[src/rtl/mdc_issue_queue.sv]
// Job sequencer in front of the binary GCD core: operand FIFO, one-job-at-a-time issue,
// timeout guard and in-order result return. Optional zero-operand bypass: MDC_ISSUE_ZERO_BYPASS_EN.
module mdc_issue_queue #(
   parameter int WIDTH      = 8,
   parameter int DEPTH      = 4,
   parameter int MAX_CYCLES = 32
) (
   input  logic                       clk_i,
   input  logic                       rst_i,
   input  logic                       in_valid_i,
   output logic                       in_ready_o,
   input  logic [WIDTH-1:0]           dtx_i,
   input  logic [WIDTH-1:0]           dty_i,
   output logic                       core_start_o,
   output logic                       core_enb_o,
   output logic [WIDTH-1:0]           core_dtx_o,
   output logic [WIDTH-1:0]           core_dty_o,
   input  logic                       core_done_i,
   input  logic [WIDTH-1:0]           core_dt_i,
   output logic                       out_valid_o,
   input  logic                       out_ready_i,
   output logic [WIDTH-1:0]           dt_o,
   output logic                       out_err_o,
   output logic [$clog2(DEPTH):0]     count_o
);
   localparam int AW = $clog2(DEPTH);
   localparam int CW = AW + 1;
   localparam int TW = $clog2(MAX_CYCLES) + 1;

   localparam logic [1:0] S_IDLE   = 2'd0;
   localparam logic [1:0] S_ISSUE  = 2'd1;
   localparam logic [1:0] S_WAIT   = 2'd2;
   localparam logic [1:0] S_OUTPUT = 2'd3;

   localparam logic [CW-1:0] CNT_ONE   = {{(CW-1){1'b0}}, 1'b1};
   localparam logic [CW-1:0] CNT_FULL  = CW'(DEPTH);
   localparam logic [AW-1:0] PTR_ONE   = {{(AW-1){1'b0}}, 1'b1};
   localparam logic [TW-1:0] TMR_ONE   = {{(TW-1){1'b0}}, 1'b1};
   localparam logic [TW-1:0] TMR_LAST  = TW'(MAX_CYCLES - 1);

   logic [1:0]       state_q, state_d;
   logic [AW-1:0]    wr_ptr_q, wr_ptr_d, rd_ptr_q, rd_ptr_d;
   logic [CW-1:0]    count_q, count_d;
   logic [TW-1:0]    timer_q, timer_d;
   logic [WIDTH-1:0] mem_x_q [DEPTH];
   logic [WIDTH-1:0] mem_y_q [DEPTH];
   logic [WIDTH-1:0] mem_x_d [DEPTH];
   logic [WIDTH-1:0] mem_y_d [DEPTH];
   logic [WIDTH-1:0] cx_q, cx_d, cy_q, cy_d, dt_q, dt_d;
   logic             start_q, start_d, enb_q, enb_d, valid_q, valid_d, err_q, err_d;
   logic             push_s, pop_s;

   // A full FIFO refuses pushes even when a pop happens on the same edge.
   assign in_ready_o   = ~rst_i & (count_q != CNT_FULL);
   assign push_s       = in_valid_i & in_ready_o;
   assign core_start_o = start_q;
   assign core_enb_o   = enb_q;
   assign core_dtx_o   = cx_q;
   assign core_dty_o   = cy_q;
   assign out_valid_o  = valid_q;
   assign dt_o         = dt_q;
   assign out_err_o    = err_q;
   assign count_o      = count_q;

   // Next-state logic for the sequencer FSM, FIFO pointers and result registers.
   always_comb begin
      state_d = state_q;
      timer_d = timer_q;
      cx_d    = cx_q;
      cy_d    = cy_q;
      dt_d    = dt_q;
      err_d   = err_q;
      valid_d = valid_q;
      enb_d   = enb_q;
      start_d = 1'b0;
      pop_s   = 1'b0;
      case (state_q)
         S_IDLE: begin
            if (count_q != {CW{1'b0}}) begin
               pop_s = 1'b1;
               cx_d  = mem_x_q[rd_ptr_q];
               cy_d  = mem_y_q[rd_ptr_q];
`ifdef MDC_ISSUE_ZERO_BYPASS_EN
               if ((mem_x_q[rd_ptr_q] == {WIDTH{1'b0}}) || (mem_y_q[rd_ptr_q] == {WIDTH{1'b0}})) begin
                  dt_d    = mem_x_q[rd_ptr_q] | mem_y_q[rd_ptr_q];
                  err_d   = 1'b0;
                  valid_d = 1'b1;
                  state_d = S_OUTPUT;
               end else begin
                  start_d = 1'b1;
                  enb_d   = 1'b1;
                  state_d = S_ISSUE;
               end
`else
               start_d = 1'b1;
               enb_d   = 1'b1;
               state_d = S_ISSUE;
`endif
            end else begin
               state_d = S_IDLE;
            end
         end
         S_ISSUE: begin
            enb_d   = 1'b1;
            timer_d = {TW{1'b0}};
            state_d = S_WAIT;
         end
         S_WAIT: begin
            timer_d = timer_q + TMR_ONE;
            if (core_done_i) begin
               dt_d    = core_dt_i;
               err_d   = 1'b0;
               valid_d = 1'b1;
               enb_d   = 1'b0;
               state_d = S_OUTPUT;
            end else if (timer_q == TMR_LAST) begin
               dt_d    = {WIDTH{1'b0}};
               err_d   = 1'b1;
               valid_d = 1'b1;
               enb_d   = 1'b0;
               state_d = S_OUTPUT;
            end else begin
               state_d = S_WAIT;
            end
         end
         S_OUTPUT: begin
            if (out_ready_i) begin
               valid_d = 1'b0;
               state_d = S_IDLE;
            end else begin
               state_d = S_OUTPUT;
            end
         end
         default: begin
            state_d = S_IDLE;
            enb_d   = 1'b0;
            valid_d = 1'b0;
         end
      endcase

      mem_x_d  = mem_x_q;
      mem_y_d  = mem_y_q;
      wr_ptr_d = wr_ptr_q;
      rd_ptr_d = rd_ptr_q;
      if (push_s) begin
         mem_x_d[wr_ptr_q] = dtx_i;
         mem_y_d[wr_ptr_q] = dty_i;
         wr_ptr_d          = wr_ptr_q + PTR_ONE;
      end else begin
         wr_ptr_d = wr_ptr_q;
      end
      if (pop_s) begin
         rd_ptr_d = rd_ptr_q + PTR_ONE;
      end else begin
         rd_ptr_d = rd_ptr_q;
      end
      case ({push_s, pop_s})
         2'b10:   count_d = count_q + CNT_ONE;
         2'b01:   count_d = count_q - CNT_ONE;
         default: count_d = count_q;
      endcase
   end

   // State registers; reset drops any pending job and the whole FIFO.
   always_ff @(posedge clk_i) begin
      if (rst_i) begin
         state_q  <= S_IDLE;
         wr_ptr_q <= {AW{1'b0}};
         rd_ptr_q <= {AW{1'b0}};
         count_q  <= {CW{1'b0}};
         timer_q  <= {TW{1'b0}};
         cx_q     <= {WIDTH{1'b0}};
         cy_q     <= {WIDTH{1'b0}};
         dt_q     <= {WIDTH{1'b0}};
         err_q    <= 1'b0;
         valid_q  <= 1'b0;
         enb_q    <= 1'b0;
         start_q  <= 1'b0;
         for (int i = 0; i < DEPTH; i++) begin
            mem_x_q[i] <= {WIDTH{1'b0}};
            mem_y_q[i] <= {WIDTH{1'b0}};
         end
      end else begin
         state_q  <= state_d;
         wr_ptr_q <= wr_ptr_d;
         rd_ptr_q <= rd_ptr_d;
         count_q  <= count_d;
         timer_q  <= timer_d;
         cx_q     <= cx_d;
         cy_q     <= cy_d;
         dt_q     <= dt_d;
         err_q    <= err_d;
         valid_q  <= valid_d;
         enb_q    <= enb_d;
         start_q  <= start_d;
         mem_x_q  <= mem_x_d;
         mem_y_q  <= mem_y_d;
      end
   end
endmodule

[config.mk]
export PLATFORM = sky130hd
export DESIGN_NAME = mdc_issue_queue
export DESIGN_NICKNAME = d
export VERILOG_FILES = /design/src/rtl/mdc_issue_queue.sv
export SDC_FILE = /design/constraint.sdc
export NUM_CORES = 1
export LEC_CHECK = 0
export ABC_AREA = 1
export CAP_MARGIN = 20
export CORE_UTILIZATION = 50
export CTS_CLUSTER_SIZE = 30
export DETAILED_ROUTE_END_ITERATION = 16
export DONT_BUFFER_PORTS = 1
export MAX_ROUTING_LAYER = met4
export PLACE_DENSITY = 0.68
export SYNTH_ARGS = -nofsm -noshare
export SYNTH_HDL_FRONTEND = slang
export SYNTH_SLANG_ARGS = --single-unit
[constraint.sdc]
create_clock -name clk_i -period 2.1 [get_ports clk_i]
set_input_delay 0.63 -clock clk_i [delete_from_list [all_inputs] [get_ports clk_i]]
set_output_delay 0.63 -clock clk_i [all_outputs]
set_load 0.05 [all_outputs]
### The clock network

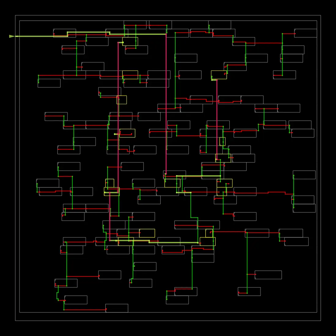
final clock skew: 0.0107 ns
power dissipated in the clock network: 1190 uW

### Sizing map

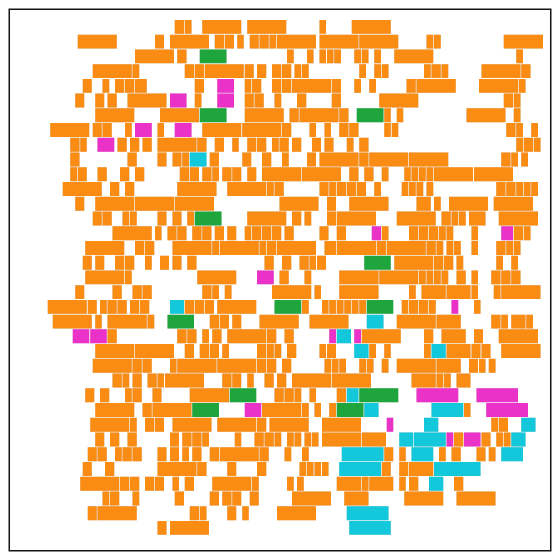
Orange is _0 and _1 cells, cells 547, most used a21oi_1. Green is _6 and larger, cells 12, most used clkbuf_8. Magenta is _2 cells, cells 21, most used o21ai_2. Cyan is _3 and _4 cells, cells 22, most used buf_4.
Area Growth Syn to Fin: 3.91%
setup slack after layout: 0.153 ns

### Logic cells by family

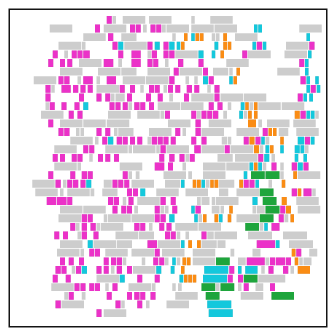
Green is fa/ha/maj cells, cells 13. Cyan is nand cells, cells 70. Orange is nor cells, cells 49. Magenta is aoi and oai cells, cells 234, where widely spread.

==> ds_physical_params.txt <==
Physical implementation characteristics

Parameter                              Value

Setup path
  Maximum fanout encountered on the critical timing path .................. 4
  Setup slack on the worst flop-to-flop path .................. around 0.15 ns
  Worst r2r path cells .................. 11
  Buf/Inv on CP .................. 3
  Critical Path Slowest Stage Cell .................. fa_1
  Biggest cell delay along the critical path .................. 0.41 ns
  Critical path start-end classification .................. reg -> reg
  Element type at the critical path end .................. register
  Worst path cell trace .................. inv_2 -> ha_1 -> inv_1 -> a21oi_4 -> ha_1 -> inv_1 -> fa_1 -> a21oi_2 -> o21ai_1 -> o21ai_1 -> a21oi_1
  Count of cell instances traversed by the critical path .................. 11
  Critical path data arrival time .................. roughly 2.2 ns
  Family of cells with the greatest summed delay on the critical path .................. adder cells
  Startpoint of the most critical setup path .................. state_q[0]$_SDFF_PP0_

Global routing
  Wire length of the first global-routing pass .................. roughly 16000 um
  Global-route track usage on met3 .................. slightly above 6%
  Met1 capacity usage during global routing .................. between 20% and 30%
  All-layer global routing usage .................. 21.2%
  Global-route layer with the greatest usage .................. met2
  Remaining Overflow, GRT .................. 0
  Initial antenna violation count .................. 0

Clocking
  TritonCTS Sinks .................. around 110
  Clock latency of the later-clocked register in the worst-skew pair .................. ~0.37 ns
  Number of buffers created by CTS .................. 9
  # H-tree levels .................. 3

Layout
  Total of fill cells in the finished design .................. ~920
  Most common logic cells in the final layout .................. a21oi_1, dfxtp_1, inv_1, o21ai_1, o21ai_0
  Clock buffer count .................. 11
  Non-clock buffer contribution to total cell area .................. roughly 1.8%
  Ratio of cells with drive above 1 in the final layout .................. a little under a tenth
  Combinational gate area .................. between 0.0015 and 0.002 mm2
  Multi-input gates .................. 367
  Post-Layout Inst Area .................. 0.00496 mm2

Synth
  Most common cell in the netlist .................. a21oi_1
  Main logic family after synthesis .................. AND-OR/OR-AND gates
  Total of flip-flops plus latches after synthesis .................. 107
  Ranking of synthesized cells by instance count .................. a21oi_1, dfxtp_1, inv_1
  Area fraction in compound gates .................. 25.7%
  Mapped Area .................. 0.00477 mm2
  Total cell area reported by yosys after synthesis .................. 0.00477 mm2
  Synthesized area divided by synthesized cell count .................. 7.80 um2
  Total nets after synthesis .................. 654
  Largest cells by area after synthesis .................. dfxtp_1, a21oi_1, inv_1
  Simple-gate share of the synthesized area .................. roughly an eighth
  Post-synth seq share .................. about 45%
  Yosys cell count .................. 612
  Portion of synthesized cell area occupied by the leading cell type .................. 44.9%

Timing
  Headroom to the max-slew limit .................. between 60 and 70%
  Fmax .................. about 510 MHz
  Final worst path period share .................. 92.7%
  Minimum hold slack .................. 0.311 ns
  Final-layout setup total negative slack .................. 0 ns
  Slew @ Worst Pin .................. between 0.5 and 0.6 ns
  Final-report setup violation count .................. 0
  RSZ-0062 raised after global routing .................. no
  Max-slew violations .................. 0

Routing
  Wire length on met1 .................. about 4700 um
  Final routed wirelength across all metal layers .................. 9780 um
  Iteration count of the initial detailed-routing pass .................. 4
  Number of design rule violations left after detail routing .................. 0
  WL met2 .................. 4350 um
  Vias after detailed routing .................. 3701
  Wire length on met3 .................. between 600 and 700 um

Run
  Stage-log warning count .................. 35

Floorplan
  Die width .................. 99.7 um
  Die y size .................. between 90 and 100 um
  Floorplan die area .................. just under 0.01 mm2
  # rows .................. 35

Placed design
  Post-Place Cells .................. roughly 720
  Weighted congestion reported at the end of routability-driven placement .................. about 0.77

Outcome
  Run status .................. finished, final reports clean

Power and ir drop
  Cell Pwr Density .................. ~1300 mW/mm2
  Worst vdd rail ir drop .................. roughly 600 uV
  Largest power group .................. sequential cells
  Logic pwr share .................. between 30% and 40%
  Overall power after layout .................. 6260 uW
  Leak Pwr .................. approximately 0.0018 uW
  Power share of the sequential group .................. approximately half
==> worst min path at each step <==
stage / start / endpoint / slack (ns) / depth (start not counted)
after global placement: mem_y_q[1]$_SDFFE_PP0P_ / mem_y_q[1]$_SDFFE_PP0P_ / 0.43 / 2
after CTS: rst_i / count_o[1]$_SDFFE_PP0P_ / 0.30 / 1
after floorplan: mem_y_q[0]$_SDFFE_PP0P_ / mem_y_q[0]$_SDFFE_PP0P_ / 0.42 / 2
after detailed placement: mem_x_q[26]$_SDFFE_PP0P_ / mem_x_q[26]$_SDFFE_PP0P_ / 0.43 / 2
final: rst_i / count_o[1]$_SDFFE_PP0P_ / 0.31 / 1
after global routing: rst_i / count_o[1]$_SDFFE_PP0P_ / 0.29 / 1
Power figures rest on the tool's default switching activity, not on a simulated workload.
